File: config.mk
export PLATFORM = sky130hd
export DESIGN_NAME = gb_joypad
export DESIGN_NICKNAME = d
export VERILOG_FILES = /design/src/rtl/gb_joypad_pkg.sv /design/src/rtl/gb_joypad_debounce.sv /design/src/rtl/gb_joypad.sv
export SDC_FILE = /design/constraint.sdc
export NUM_CORES = 1
export LEC_CHECK = 0
export ABC_AREA = 0
export ABC_CLOCK_PERIOD_IN_PS = 4320
export CAP_MARGIN = 40
export CORE_ASPECT_RATIO = 2
export CORE_MARGIN = 3
export CORE_UTILIZATION = 64
export CTS_BUF_LIST = sky130_fd_sc_hd__clkbuf_4
export CTS_CLUSTER_SIZE = 25
export DETAILED_ROUTE_END_ITERATION = 8
export PLACE_DENSITY = 0.95
export SLEW_MARGIN = 15
export SYNTH_ARGS = -nofsm -noshare
export SYNTH_HDL_FRONTEND = slang
export SYNTH_SLANG_ARGS = --single-unit
export TNS_END_PERCENT = 5
File: constraint.sdc
create_clock -name clock -period 4.32 [get_ports clock]
set_input_delay 0.648 -clock clock [delete_from_list [all_inputs] [get_ports clock]]
set_output_delay 0.648 -clock clock [all_outputs]
set_load 0.02 [all_outputs]
File: src/rtl/gb_joypad_pkg.sv
// Shared constants for the Game Boy joypad block: SNES/GB bit indices,
// the P1 register address and the IF bit used for the joypad interrupt.
package gb_pkg;

    localparam int unsigned SNES_B      = 0;
    localparam int unsigned SNES_Y      = 1;
    localparam int unsigned SNES_SELECT = 2;
    localparam int unsigned SNES_START  = 3;
    localparam int unsigned SNES_UP     = 4;
    localparam int unsigned SNES_DOWN   = 5;
    localparam int unsigned SNES_LEFT   = 6;
    localparam int unsigned SNES_RIGHT  = 7;
    localparam int unsigned SNES_A      = 8;
    localparam int unsigned SNES_X      = 9;
    localparam int unsigned SNES_L      = 10;
    localparam int unsigned SNES_R      = 11;

    // Debounced button vector order: {Start, Select, B, A, Down, Up, Left, Right}
    localparam int unsigned GB_RIGHT  = 0;
    localparam int unsigned GB_LEFT   = 1;
    localparam int unsigned GB_UP     = 2;
    localparam int unsigned GB_DOWN   = 3;
    localparam int unsigned GB_A      = 4;
    localparam int unsigned GB_B      = 5;
    localparam int unsigned GB_SELECT = 6;
    localparam int unsigned GB_START  = 7;

    localparam logic [15:0] P1_ADDR        = 16'hFF00;
    localparam int unsigned IRQ_JOYPAD_BIT = 4;

    typedef struct packed {
        logic p15;
        logic p14;
    } p1_sel_t;

endpackage

File: src/rtl/gb_joypad_debounce.sv
// Single-bit debouncer: the stable level follows raw only after raw has
// differed from it for DEBOUNCE_CYCLES consecutive cycles.
module gb_debounce #(
    parameter int unsigned DEBOUNCE_CYCLES = 4096
) (
    input  logic clock,
    input  logic rst,
    input  logic raw,
    output logic stable
);

    localparam int unsigned    CW   = $clog2(DEBOUNCE_CYCLES + 1);
    localparam logic [CW-1:0] LAST = CW'(DEBOUNCE_CYCLES - 1);

    logic          stable_q, stable_d;
    logic [CW-1:0] cnt_q, cnt_d;

    always_comb begin
        stable_d = stable_q;
        cnt_d    = '0;
        if (raw != stable_q) begin
            if (cnt_q == LAST) begin
                stable_d = raw;
            end else begin
                cnt_d = cnt_q + CW'(1);
            end
        end
    end

    always_ff @(posedge clock) begin
        if (rst) begin
            stable_q <= 1'b0;
            cnt_q    <= '0;
        end else begin
            stable_q <= stable_d;
            cnt_q    <= cnt_d;
        end
    end

    assign stable = stable_q;

endmodule

File: src/rtl/gb_joypad.sv
// Game Boy P1/JOYP register built from the SNES controller state: per-button
// debounce, select-line write port, active-low read nibble and joypad IRQ.
module gb_joypad
    import gb_pkg::*;
#(
    parameter int unsigned DEBOUNCE_CYCLES = 4096
) (
    input  logic        clock,
    input  logic        rst,
    input  logic [15:0] snes_buttons,
    input  logic        p1_wr,
    input  logic [7:0]  p1_wdata,
    output logic [7:0]  p1_rdata,
    output logic        irq_joypad,
    output logic [7:0]  buttons_dbg
);

    logic [7:0] raw;
    logic [7:0] stable;
    p1_sel_t    sel_q, sel_d;
    logic [3:0] nib_q;
    logic [3:0] nib_now;
    logic       irq_q, irq_d;

    // L, R and the spare high bits carry no Game Boy meaning
    logic unused_bits;
    assign unused_bits = ^{snes_buttons[15:12], snes_buttons[SNES_R], snes_buttons[SNES_L],
                           p1_wdata[7:6], p1_wdata[3:0]};

    always_comb begin
        raw            = '0;
        raw[GB_RIGHT]  = snes_buttons[SNES_RIGHT];
        raw[GB_LEFT]   = snes_buttons[SNES_LEFT];
        raw[GB_UP]     = snes_buttons[SNES_UP];
        raw[GB_DOWN]   = snes_buttons[SNES_DOWN];
        raw[GB_A]      = snes_buttons[SNES_A] | snes_buttons[SNES_X];
        raw[GB_B]      = snes_buttons[SNES_B] | snes_buttons[SNES_Y];
        raw[GB_SELECT] = snes_buttons[SNES_SELECT];
        raw[GB_START]  = snes_buttons[SNES_START];
    end

    for (genvar i = 0; i < 8; i++) begin : g_db
        gb_debounce #(
            .DEBOUNCE_CYCLES (DEBOUNCE_CYCLES)
        ) u_db (
            .clock  (clock),
            .rst    (rst),
            .raw    (raw[i]),
            .stable (stable[i])
        );
    end

    // Both groups selected OR together, modelling the wired-AND of the active-low lines
    always_comb begin
        logic [3:0] nib;
        nib      = '0;
        if (!sel_q.p14) nib = nib | stable[3:0];
        if (!sel_q.p15) nib = nib | stable[7:4];
        nib_now  = ~nib;

        sel_d = sel_q;
        if (p1_wr) sel_d = p1_sel_t'(p1_wdata[5:4]);

        irq_d = |(nib_q & ~nib_now);
    end

    always_ff @(posedge clock) begin
        if (rst) begin
            sel_q <= 2'b11;
            nib_q <= 4'hF;
            irq_q <= 1'b0;
        end else begin
            sel_q <= sel_d;
            nib_q <= nib_now;
            irq_q <= irq_d;
        end
    end

    assign p1_rdata    = {2'b11, sel_q, nib_now};
    assign irq_joypad  = irq_q;
    assign buttons_dbg = stable;

endmodule

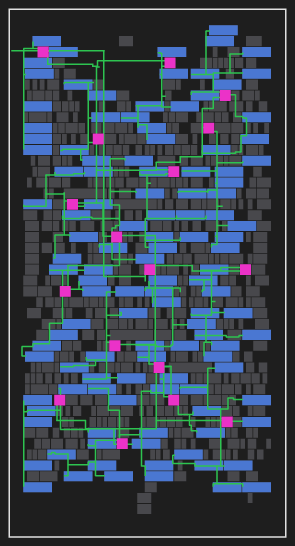
*Clock network drawn from the DEF, run 1*
(4 px per µm)
- flip-flops: blue (count 119)
- cells driving clock nets: magenta (count 17)
- clock wires: green (length 1,340 µm)
- flops lie: widely spread

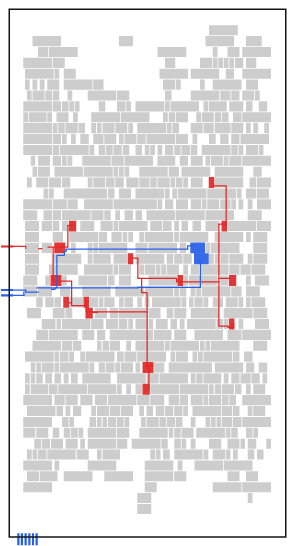
*Port wiring, run 1*
(4 px per µm)
- rst: red (bits 1; direction input; edge left; end cells 15; wire 170 µm)
- p1_wdata: blue (bits 8; direction input; edge 6 bottom, 2 left; end cells 2; wire 106 µm)

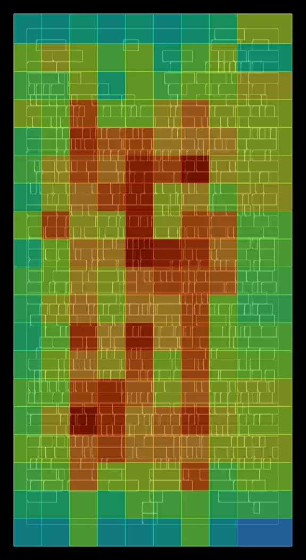
*Routing congestion map, run 1*
final standard cell utilization of the core: 0.742
met1 Resource Use GR: 0.231
global-route met3 utilization: 0.0744
GR Util met2: 0.444

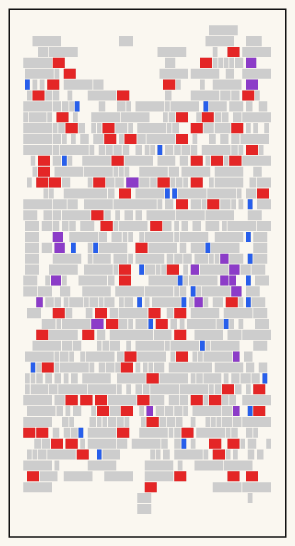
*Gate-type map, run 1*
(4 px per µm)
- inverting AOI/OAI gates: purple (cells 18)
- inverters: blue (cells 29)
- XOR/XNOR gates: red (cells 84; where widely spread)

==> results.json, run 1 <==
{
  "die_width_um": 68.8,
  "cts.reportedPaths.clkPinSlew_ps": 100,
  "grt_pass1_wl_um": 16900,
  "end_kind": "output pin",
  "syn_area_per_cell_um2": 8.77,
  "min-delay-start": "g_db[7].u_db.cnt_q[12]",
  "timing.rr.end": "g_db[4].u_db.cnt_q[7]",
  "final.setup.tns_ps": 0,
  "yosys_warnings": 0,
  "r2r_cells": 5,
  "max_cap_viol_count": 0,
  "dominantRegCellSynth": "sky130_fd_sc_hd__dfxtp_1",
  "worst_skew_pair_latency_ps": 530,
  "core_area_um2": 7600,
  "ys_cells": 575,
  "clock_path_buffers": 2,
  "synthDistinctLibCells": 39,
  "final_min_period_over_clock_period": 0.592,
  "fp.dieArea_um2": 9050,
  "cts_tree": "done",
  "timing.final.max_slew_violations": 0,
  "yosys_area_um2": 5040,
  "pre_cts_ws_ps": 1870,
  "layout.cell_area.non_filler_um2": 5640,
  "detailedPlacementHpwl_um": 7060,
  "drt_first_pass_iters": 6,
  "dr_wl_met2_um": 5610,
  "tightestPinTransition_ps": 612,
  "ys_seq_share": 0.472,
  "route.detailed.wl_per_inst_um": 14.0,
  "placement.io_buffers": 29,
  "postSynth.asyncResetShare": 0,
  "final.hold.worst_slack_ps": 443,
  "holdCritPathClass": "reg -> reg",
  "worstPathRequired_ps": 3670,
  "critical_path.max_fanout": 4,
  "warning_count": 38,
  "power.share.switching": 0.216,
  "synth_largest_type_area_fraction": 0.472,
  "num_vias": 3974,
  "first_global_vias": 4178,
  "power_density_relative_to_cell_area_nw_per_um2": 364,
  "cts_hold_repair.buffers": 0,
  "p_sw_uw": 444,
  "final_net_count": 638,
  "synth_flop_count": 119,
  "timing.critical_path.from_type": "flop",
  "clkPwrFrac": 0.424,
  "detail_route.vias_per_cell": 5.59,
  "max_slew_headroom": 0.589,
  "status": "finished clean",
  "combined_area_of_all_synthesized_cells_um2": 5040,
  "top_cells_excl_fill_tap": "119 x sky130_fd_sc_hd__dfxtp_1, 117 x sky130_fd_sc_hd__nor2_1, 51 x sky130_fd_sc_hd__xnor2_1",
  "maxClockFrequency_mhz": 391,
  "dr_wl_met3_um": 481,
  "rsz0062_at_grt": "false",
  "postRouteAntennaNets": 0,
  "antenna_violations_before_repair": 1,
  "worst-r2r-setup-slack_ps": 2310,
  "final_layout_size_suffix_gt1_frac": 0.0666,
  "gr-usage-all-layers": 0.244,
  "drc_errors": 0,
  "rr_startpoint": "g_db[4].u_db.cnt_q[0]",
  "syn_to_final_growth_pct": 11.8,
  "clock_tree.htree_level_count": 4,
  "fin_cells": 711,
  "routed_wl_um": 9950,
  "yosys-top-cells-area": "sky130_fd_sc_hd__dfxtp_1 47%, sky130_fd_sc_hd__xnor2_1 8.9%, sky130_fd_sc_hd__nor2_1 8.7%, sky130_fd_sc_hd__xor2_1 5.7%, sky130_fd_sc_hd__nand3_1 4.3%",
  "synth-edff-count": 0,
  "final_layout_top_logic_cell": "sky130_fd_sc_hd__dfxtp_1",
  "post_cts.repair.setup_buffers": 0,
  "chipHeight_um": 132,
  "grt.overflow.total": 0,
  "post_cts_resized": 0,
  "finalWorstSetupSlack_ps": 1760,
  "placed_cells": 678
}
## run 1: cell type report
type | count | area, µm²
Antenna cell | 1 | 2.50
Clock buffer | 21 | 158
Multi-Input combinational cell | 406 | 2420
Sequential cell | 119 | 2380
Inverter | 29 | 109
Timing Repair Buffer | 30 | 298
Clock inverter | 11 | 155
Tap cell | 94 | 118
Fill cell | 533 | 1960
## run 1: worst max-delay path by stage
stage	startpoint	to	slack (ps)
detailed placement	rst	g_db[5].u_db.cnt_q[11]	1870
global placement	rst	g_db[5].u_db.cnt_q[4]	1890
finish	g_db[0].u_db.stable	p1_rdata[0]	1760
CTS	g_db[0].u_db.stable	p1_rdata[0]	1720
global route	g_db[1].u_db.stable	p1_rdata[1]	1630
floorplan	g_db[4].u_db.cnt_q[0]	g_db[4].u_db.cnt_q[11]	2740
## run 1: sequential cells by signal (all words and copies together), names as in the netlist
register and count:
g_db.u_db.cnt_q 104, g_db.u_db.stable 8, nib_q 4, p1_rdata 2, irq_joypad 1
## run 1: cells by family (layout without fill, tap and decap cells)
logic type | Yosys count | after routing | share of synthesized area
and+or+nand+nor | 284 | 284 | 0.269
AOI/OAI and AO/OA | 20 | 20 | 0.0275
adders and majority gates | 8 | 8 | 0.0198
other | 1 | 3 | 0.000744
DFF | 119 | 119 | 0.472
buffers and inverters | 51 | 91 | 0.0491
xor gates and xnor gates | 84 | 84 | 0.146
muxes | 8 | 8 | 0.0159
## run 1: layer usage
layer  track usage  vias to the layer above
li1              -                     1977
met1         0.231                     1881
met2         0.444                       98
met3        0.0744                       18
met4         0.119                        0
met5             0                        -
## run 1: cells in the mapped netlist (5+ instances only)
library cell / instances
sky130_fd_sc_hd__and3_1: 11
sky130_fd_sc_hd__nand3_1: 43
sky130_fd_sc_hd__nor3_1: 26
sky130_fd_sc_hd__or2_2: 5
sky130_fd_sc_hd__ha_1: 8
sky130_fd_sc_hd__dfxtp_1: 119
sky130_fd_sc_hd__inv_1: 29
sky130_fd_sc_hd__nor2_1: 117
sky130_fd_sc_hd__nand2_1: 30
sky130_fd_sc_hd__buf_2: 6
sky130_fd_sc_hd__nor4_1: 13
sky130_fd_sc_hd__nand4_1: 19
sky130_fd_sc_hd__xor2_1: 33
sky130_fd_sc_hd__xnor2_1: 51
sky130_fd_sc_hd__buf_4: 13
sky130_fd_sc_hd__mux2i_1: 8
sky130_fd_sc_hd__nand2b_1: 5
## run 1: power groups by stage
stage          clock network [µW]  logic (µW)  registers [µW]
4_1_cts                       889        66.6            1120
6_report                      872        66.0            1120
2_1_floorplan                   0        41.2            1140
3_5_place_dp                    0        66.1            1140
5_1_grt                       936        74.6            1120
3_3_place_gp                    0        62.7            1140
## run 1: worst max-delay path, cell delays in order (launching register included)
cell	delay [ps]
sky130_fd_sc_hd__dfxtp_1	410
sky130_fd_sc_hd__inv_1	70
sky130_fd_sc_hd__o22ai_1	290
sky130_fd_sc_hd__inv_1	80
sky130_fd_sc_hd__clkdlybuf4s50_1	540
### Wiring heat map, run 1

(4 px per µm) The die is cut into 14 by 26 equal tiles; white is low, dark blue is high, scaled to the fullest tile. Values are wire area over tile area, all layers added.
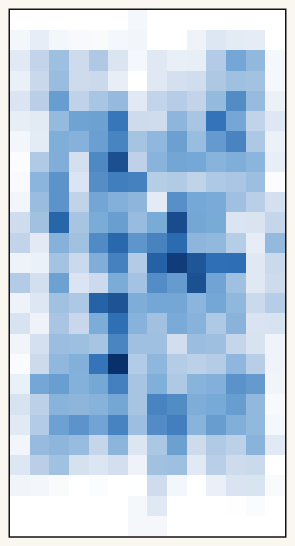

==> run 1 -> run 2 <==
- ABC_CLOCK_PERIOD_IN_PS: 4320 -> 2300
- CORE_UTILIZATION: 64 -> 54
- PLACE_DENSITY: 0.95 -> 0.86
- clock period: 4.32 -> 2.3 ns (I/O delays scaled with it)
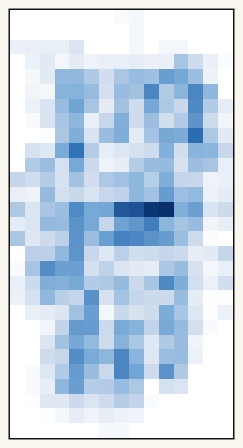
*Wiring heat map, run 2*
(3 px per µm) The die is cut into 15 by 29 equal tiles; white is low, dark blue is high, scaled to the fullest tile. Values are wire area over tile area, all layers added.
- densest ninth of the die: centre
- nearly empty tiles: 23%
- emptiest ninth of the die: lower right
- fullest tile: 0.62
- tiles over half the peak: 12%

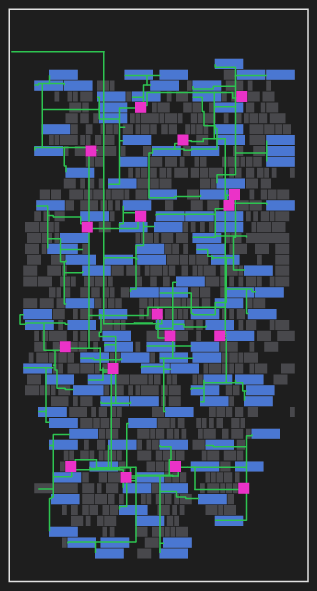
*Clock network drawn from the DEF, run 2*
(4 px per µm)
- clock wires: green (length 1,440 µm)
- cells driving clock nets: magenta (count 17)
- flip-flops: blue (count 119)
- routed clock nets: 18

==> run 2 against run 1 <==
Against the previous run: setup slack lost 1600 ps; combinational power is 86% higher; largest cell class unchanged; clock skew rose by 1.7 ps; die area rose by 17%; critical path depth is the same; largest power group unchanged; routed wire length is 5.3% lower.
==> results.json, run 2 <==
{
  "layout.cell_area.non_filler_um2": 5630,
  "common_cells": "119 x sky130_fd_sc_hd__dfxtp_1, 117 x sky130_fd_sc_hd__nor2_1, 51 x sky130_fd_sc_hd__xnor2_1, 43 x sky130_fd_sc_hd__nand3_1, 33 x sky130_fd_sc_hd__xor2_1",
  "die_width_um": 74.3,
  "critical_path.max_stage_delay_ps": 530,
  "yosys-top-cells-area": "sky130_fd_sc_hd__dfxtp_1 47%, sky130_fd_sc_hd__xnor2_1 8.9%, sky130_fd_sc_hd__nor2_1 8.7%, sky130_fd_sc_hd__xor2_1 5.7%, sky130_fd_sc_hd__nand3_1 4.3%",
  "critical_path.top_delay_family": "buffers and inverters",
  "end_kind": "output pin",
  "final_net_count": 639,
  "timing.critical_path.mode_cell": "sky130_fd_sc_hd__inv_1",
  "postRouteAntennaNets": 0,
  "placement.io_buffers": 29,
  "grt.overflow.total": 0,
  "drc_errors": 0,
  "top_cells_excl_fill_tap": "117 x sky130_fd_sc_hd__nor2_1, 116 x sky130_fd_sc_hd__dfxtp_1, 51 x sky130_fd_sc_hd__xnor2_1",
  "timing.final.max_slew_violations": 0,
  "core_area_um2": 9070,
  "status": "finished clean",
  "critical_path.max_fanout": 4,
  "clock_path_buffers": 2,
  "cts_hold_repair.buffers": 0,
  "maxClockFrequency_mhz": 461,
  "syn_area_per_cell_um2": 8.77,
  "timing.critical_path.from_type": "flop",
  "final.setup.tns_ps": 0,
  "fp.dieArea_um2": 10600,
  "timing.critical_path.slowest_stage_cell": "sky130_fd_sc_hd__clkdlybuf4s50_1",
  "synthDistinctLibCells": 39,
  "worstPathBufferInverterCount": 3,
  "worst_skew_pair_latency_ps": 530,
  "dominantRegCellSynth": "sky130_fd_sc_hd__dfxtp_1",
  "holdCritPathClass": "in -> reg",
  "cts_tree": "done",
  "synth-edff-count": 0,
  "post_cts.repair.setup_buffers": 0,
  "final_layout_size_suffix_gt1_frac": 0.0778,
  "combined_area_of_all_synthesized_cells_um2": 5040,
  "rsz0062_at_grt": "false",
  "netlist.top_cell.by_instances": "sky130_fd_sc_hd__dfxtp_1"
}
## run 2: worst min-delay path, delay by kind of cell
kind                   cells  cell delay, ps
AND/OR/NAND/NOR            1              60
multiplexers               1              60
buffers and inverters      1             450
## run 2: kinds of logic after synthesis
group	after synthesis	synth area share
DFF	119	0.472
buffers and inverters	51	0.0491
other	1	0.000744
muxes	8	0.0159
AOI/OAI and AO/OA	20	0.0275
xor gates and xnor gates	84	0.146
and+or+nand+nor	284	0.269
adders and majority gates	8	0.0198
## run 2: through the flow
stage               total power (µW)  utilization  cells  setup slack [ps]  hold WS, ps
floorplan                       2220            -    576               715          407
global placement                2260        0.589    687               360          416
detailed placement              2270        0.589    687               284          424
CTS                             3670        0.618    719              24.3          379
global route                    3780        0.620    720              11.4          387
finish                          3640        0.620    720               131          414
## run 2: worst paths after layout
path	startpoint	endpoint	slack (ps)	cells after the start
worst max-delay path	g_db[0].u_db.stable	p1_rdata[0]	130	4
worst min-delay path	p1_wdata[5]	p1_rdata[5]	410	3
worst max register to register	g_db[3].u_db.cnt_q[0]	g_db[3].u_db.cnt_q[6]	500	5
worst min register to register	g_db[7].u_db.cnt_q[12]	g_db[7].u_db.cnt_q[12]	440	2
## run 2: metal layers
metal,global-route usage,share of wire,vias to the layer above
li1,-,-,1982
met1,0.213,0.40,1845
met2,0.330,0.53,74
met3,0.0627,0.047,16
met4,0.0947,0.022,0
met5,0,0,-
## run 2: layout make-up
| class | instances | area [µm²] |
|---|---|---|
| diodes | 1 | 2.50 |
| clock buffers | 20 | 150 |
| clock inverters | 12 | 110 |
| fillers | 750 | 3440 |
| inverters | 29 | 109 |
| multi-input cells | 406 | 2440 |
| flip-flops and latches | 119 | 2390 |
| well taps | 102 | 128 |
| repair buffers | 31 | 308 |
## run 2: power by group
group	switching [µW]	total (µW)	internal [µW]
sequential	22.5	2100	2080
combinational	71.2	123	51.3
clock	754	1410	659
total	848	3640	2790
## run 2: what timing repair did
action / in CTS / in global routing
gates resized: 1 / 6
pin swaps: 0 / 0
endpoints found under the setup margin: 1 / 4
cloned: 0 / 0
### Gate-type map, run 2

(3 px per µm)
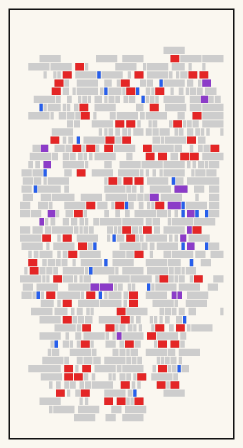

==> run 2 -> run 3 <==
- CORE_UTILIZATION: 54 -> 52
- CTS_BUF_LIST: sky130_fd_sc_hd__clkbuf_4 -> default
- PLACE_DENSITY: 0.86 -> 0.84
- SLEW_MARGIN: 15 -> 20
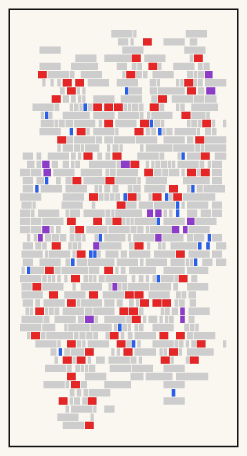
*Gate-type map, run 3*
(3 px per µm)
- XOR/XNOR gates: red (cells 84)
- inverting AOI/OAI gates: purple (cells 18)
- inverters: blue (cells 29)

==> run 3 against run 2 <==
Against the previous run: cell count rose by 0.14%; flip-flop count did not move; routed wire length rose by 9.3%; synthesized area did not move; sequential power barely moved; highest routed layer unchanged.
==> results.json, run 3 <==
{
  "drc_errors": 0,
  "placement.io_buffers": 29,
  "p_sw_uw": 994,
  "power.share.switching": 0.206,
  "status": "finished clean",
  "placed_cells": 690,
  "rr_startpoint": "g_db[7].u_db.cnt_q[3]",
  "top_cells_excl_fill_tap": "119 x sky130_fd_sc_hd__dfxtp_1, 117 x sky130_fd_sc_hd__nor2_1, 51 x sky130_fd_sc_hd__xnor2_1",
  "r2r_cells": 4,
  "die_width_um": 75.6,
  "power.share.combinational": 0.026,
  "timing.critical_path.mode_cell": "sky130_fd_sc_hd__inv_1",
  "drt_first_pass_iters": 4,
  "combined_area_of_all_synthesized_cells_um2": 5040,
  "end_kind": "output pin",
  "syn_area_per_cell_um2": 8.77,
  "yosys-top-cells-area": "sky130_fd_sc_hd__dfxtp_1 47%, sky130_fd_sc_hd__xnor2_1 8.9%, sky130_fd_sc_hd__nor2_1 8.7%, sky130_fd_sc_hd__xor2_1 5.7%, sky130_fd_sc_hd__nand3_1 4.3%",
  "holdCritPathClass": "reg -> reg",
  "timing.final.max_slew_violations": 0,
  "cts.reportedPaths.clkPinSlew_ps": 50,
  "cts_hold_repair.buffers": 0,
  "worst_skew_pair_latency_ps": 410,
  "maxClockFrequency_mhz": 458,
  "fp.dieArea_um2": 11000,
  "dominantRegCellSynth": "sky130_fd_sc_hd__dfxtp_1",
  "common_cells": "119 x sky130_fd_sc_hd__dfxtp_1, 117 x sky130_fd_sc_hd__nor2_1, 51 x sky130_fd_sc_hd__xnor2_1, 43 x sky130_fd_sc_hd__nand3_1, 33 x sky130_fd_sc_hd__xor2_1",
  "first_global_vias": 3985,
  "timing.rr.end": "g_db[7].u_db.cnt_q[2]",
  "rsz0062_at_grt": "false",
  "grt.overflow.total": 0,
  "clock_path_buffers": 2,
  "finalWorstSetupSlack_ps": 116,
  "synth-edff-count": 0,
  "synth_largest_type_area_fraction": 0.472,
  "worst-r2r-setup-slack_ps": 340,
  "core_area_um2": 9380,
  "timing.critical_path.slowest_stage_cell": "sky130_fd_sc_hd__clkdlybuf4s50_1",
  "cts_tree": "done",
  "worstPathBufferInverterCount": 3,
  "pre_cts_ws_ps": 246,
  "min-delay-start": "g_db[7].u_db.cnt_q[12]",
  "critical_path.top_delay_family": "buffers and inverters",
  "min_to": "g_db[7].u_db.cnt_q[12]",
  "post_cts.repair.setup_buffers": 0,
  "clkPwrFrac": 0.537,
  "cellInternalPower_uw": 3820,
  "power.share.sequential": 0.437,
  "final.setup.tns_ps": 0,
  "final_layout_size_suffix_gt1_frac": 0.0697,
  "num_antenna_cells": 0,
  "critical_path.max_fanout": 4,
  "post-route-util": 0.632,
  "final_net_count": 640,
  "fin_cells": 721,
  "synthDistinctLibCells": 39,
  "nFillCells": 750,
  "critical_path.max_stage_delay_ps": 540,
  "timing.critical_path.from_type": "flop"
}
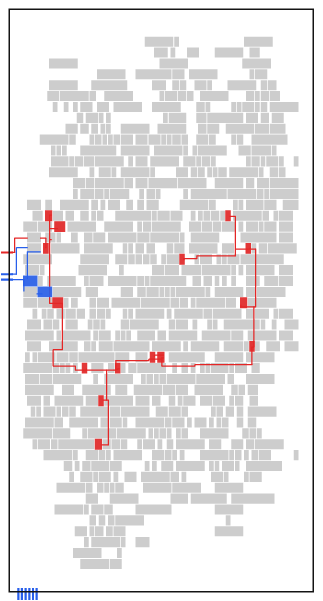
*Port wiring, run 3*
(4 px per µm)
- p1_wdata: blue (bits 8; direction input; edge 6 bottom, 2 left; end cells 2; wire 27.8 µm)
- rst: red (bits 1; direction input; edge left; end cells 15; wire 204 µm)

run 3: layout make-up:
type,instances,area (µm²),area share
Inverter,29,109,0.0183
Clock buffer,22,484,0.0816
Sequential cell,119,2380,0.401
Tap cell,104,130,0.0219
Timing Repair Buffer,32,313,0.0527
Multi-Input combinational cell,406,2420,0.407
Clock inverter,9,98.8,0.0167
run 3: cell families (layout without fill, tap and decap cells):
group | count (synthesis) | count (layout) | synth area share
muxes | 8 | 8 | 0.0159
buffers and inverters | 51 | 92 | 0.0491
and+or+nand+nor | 284 | 284 | 0.269
xor gates and xnor gates | 84 | 84 | 0.146
DFF | 119 | 119 | 0.472
other | 1 | 2 | 0.000744
AOI/OAI and AO/OA | 20 | 20 | 0.0275
adders and majority gates | 8 | 8 | 0.0198
run 3: power by group through the flow:
stage               logic [µW]  registers (µW)  clock network (µW)
floorplan                 77.4            2140                   0
global placement           118            2150                   0
detailed placement         124            2150                   0
CTS                        126            2100                2620
global route               140            2110                2710
finish                     124            2100                2590
run 3: layer usage:
metal,GRT usage,part of all wire,vias to the layer above
met4,0.0998,0.027,0
li1,-,-,1980
met3,0.0589,0.037,27
met5,0,0,-
met2,0.360,0.55,85
met1,0.206,0.38,1891
run 3: worst max path at each step:
stage	from	to	slack, ps	cells past startpoint
after detailed placement	rst	g_db[0].u_db.cnt_q[8]	250	5
after global routing	g_db[3].u_db.stable	p1_rdata[3]	40	4
final	g_db[3].u_db.stable	p1_rdata[3]	120	4
after floorplan	g_db[4].u_db.cnt_q[0]	g_db[4].u_db.cnt_q[11]	720	6
after global placement	rst	g_db[0].u_db.cnt_q[11]	320	5
after CTS	g_db[3].u_db.stable	p1_rdata[3]	110	4
run 3: through the flow:
step | power, µW | hold WS [ps] | area, µm²
after CTS | 4850 | 432 | 5930
after global routing | 4960 | 458 | 5930
after detailed placement | 2270 | 424 | 5350
after global placement | 2260 | 415 | 5350
final | 4820 | 430 | 5930
after floorplan | 2220 | 407 | 5050
run 3: tightest hold or removal path, delay by kind of cell, from the launching register on:
kind,cells,cell delay (ps)
and+or+nand+nor,1,50
AOI/OAI and AO/OA,1,30
DFF,1,300
Power is estimated from default activity; no workload was simulated.
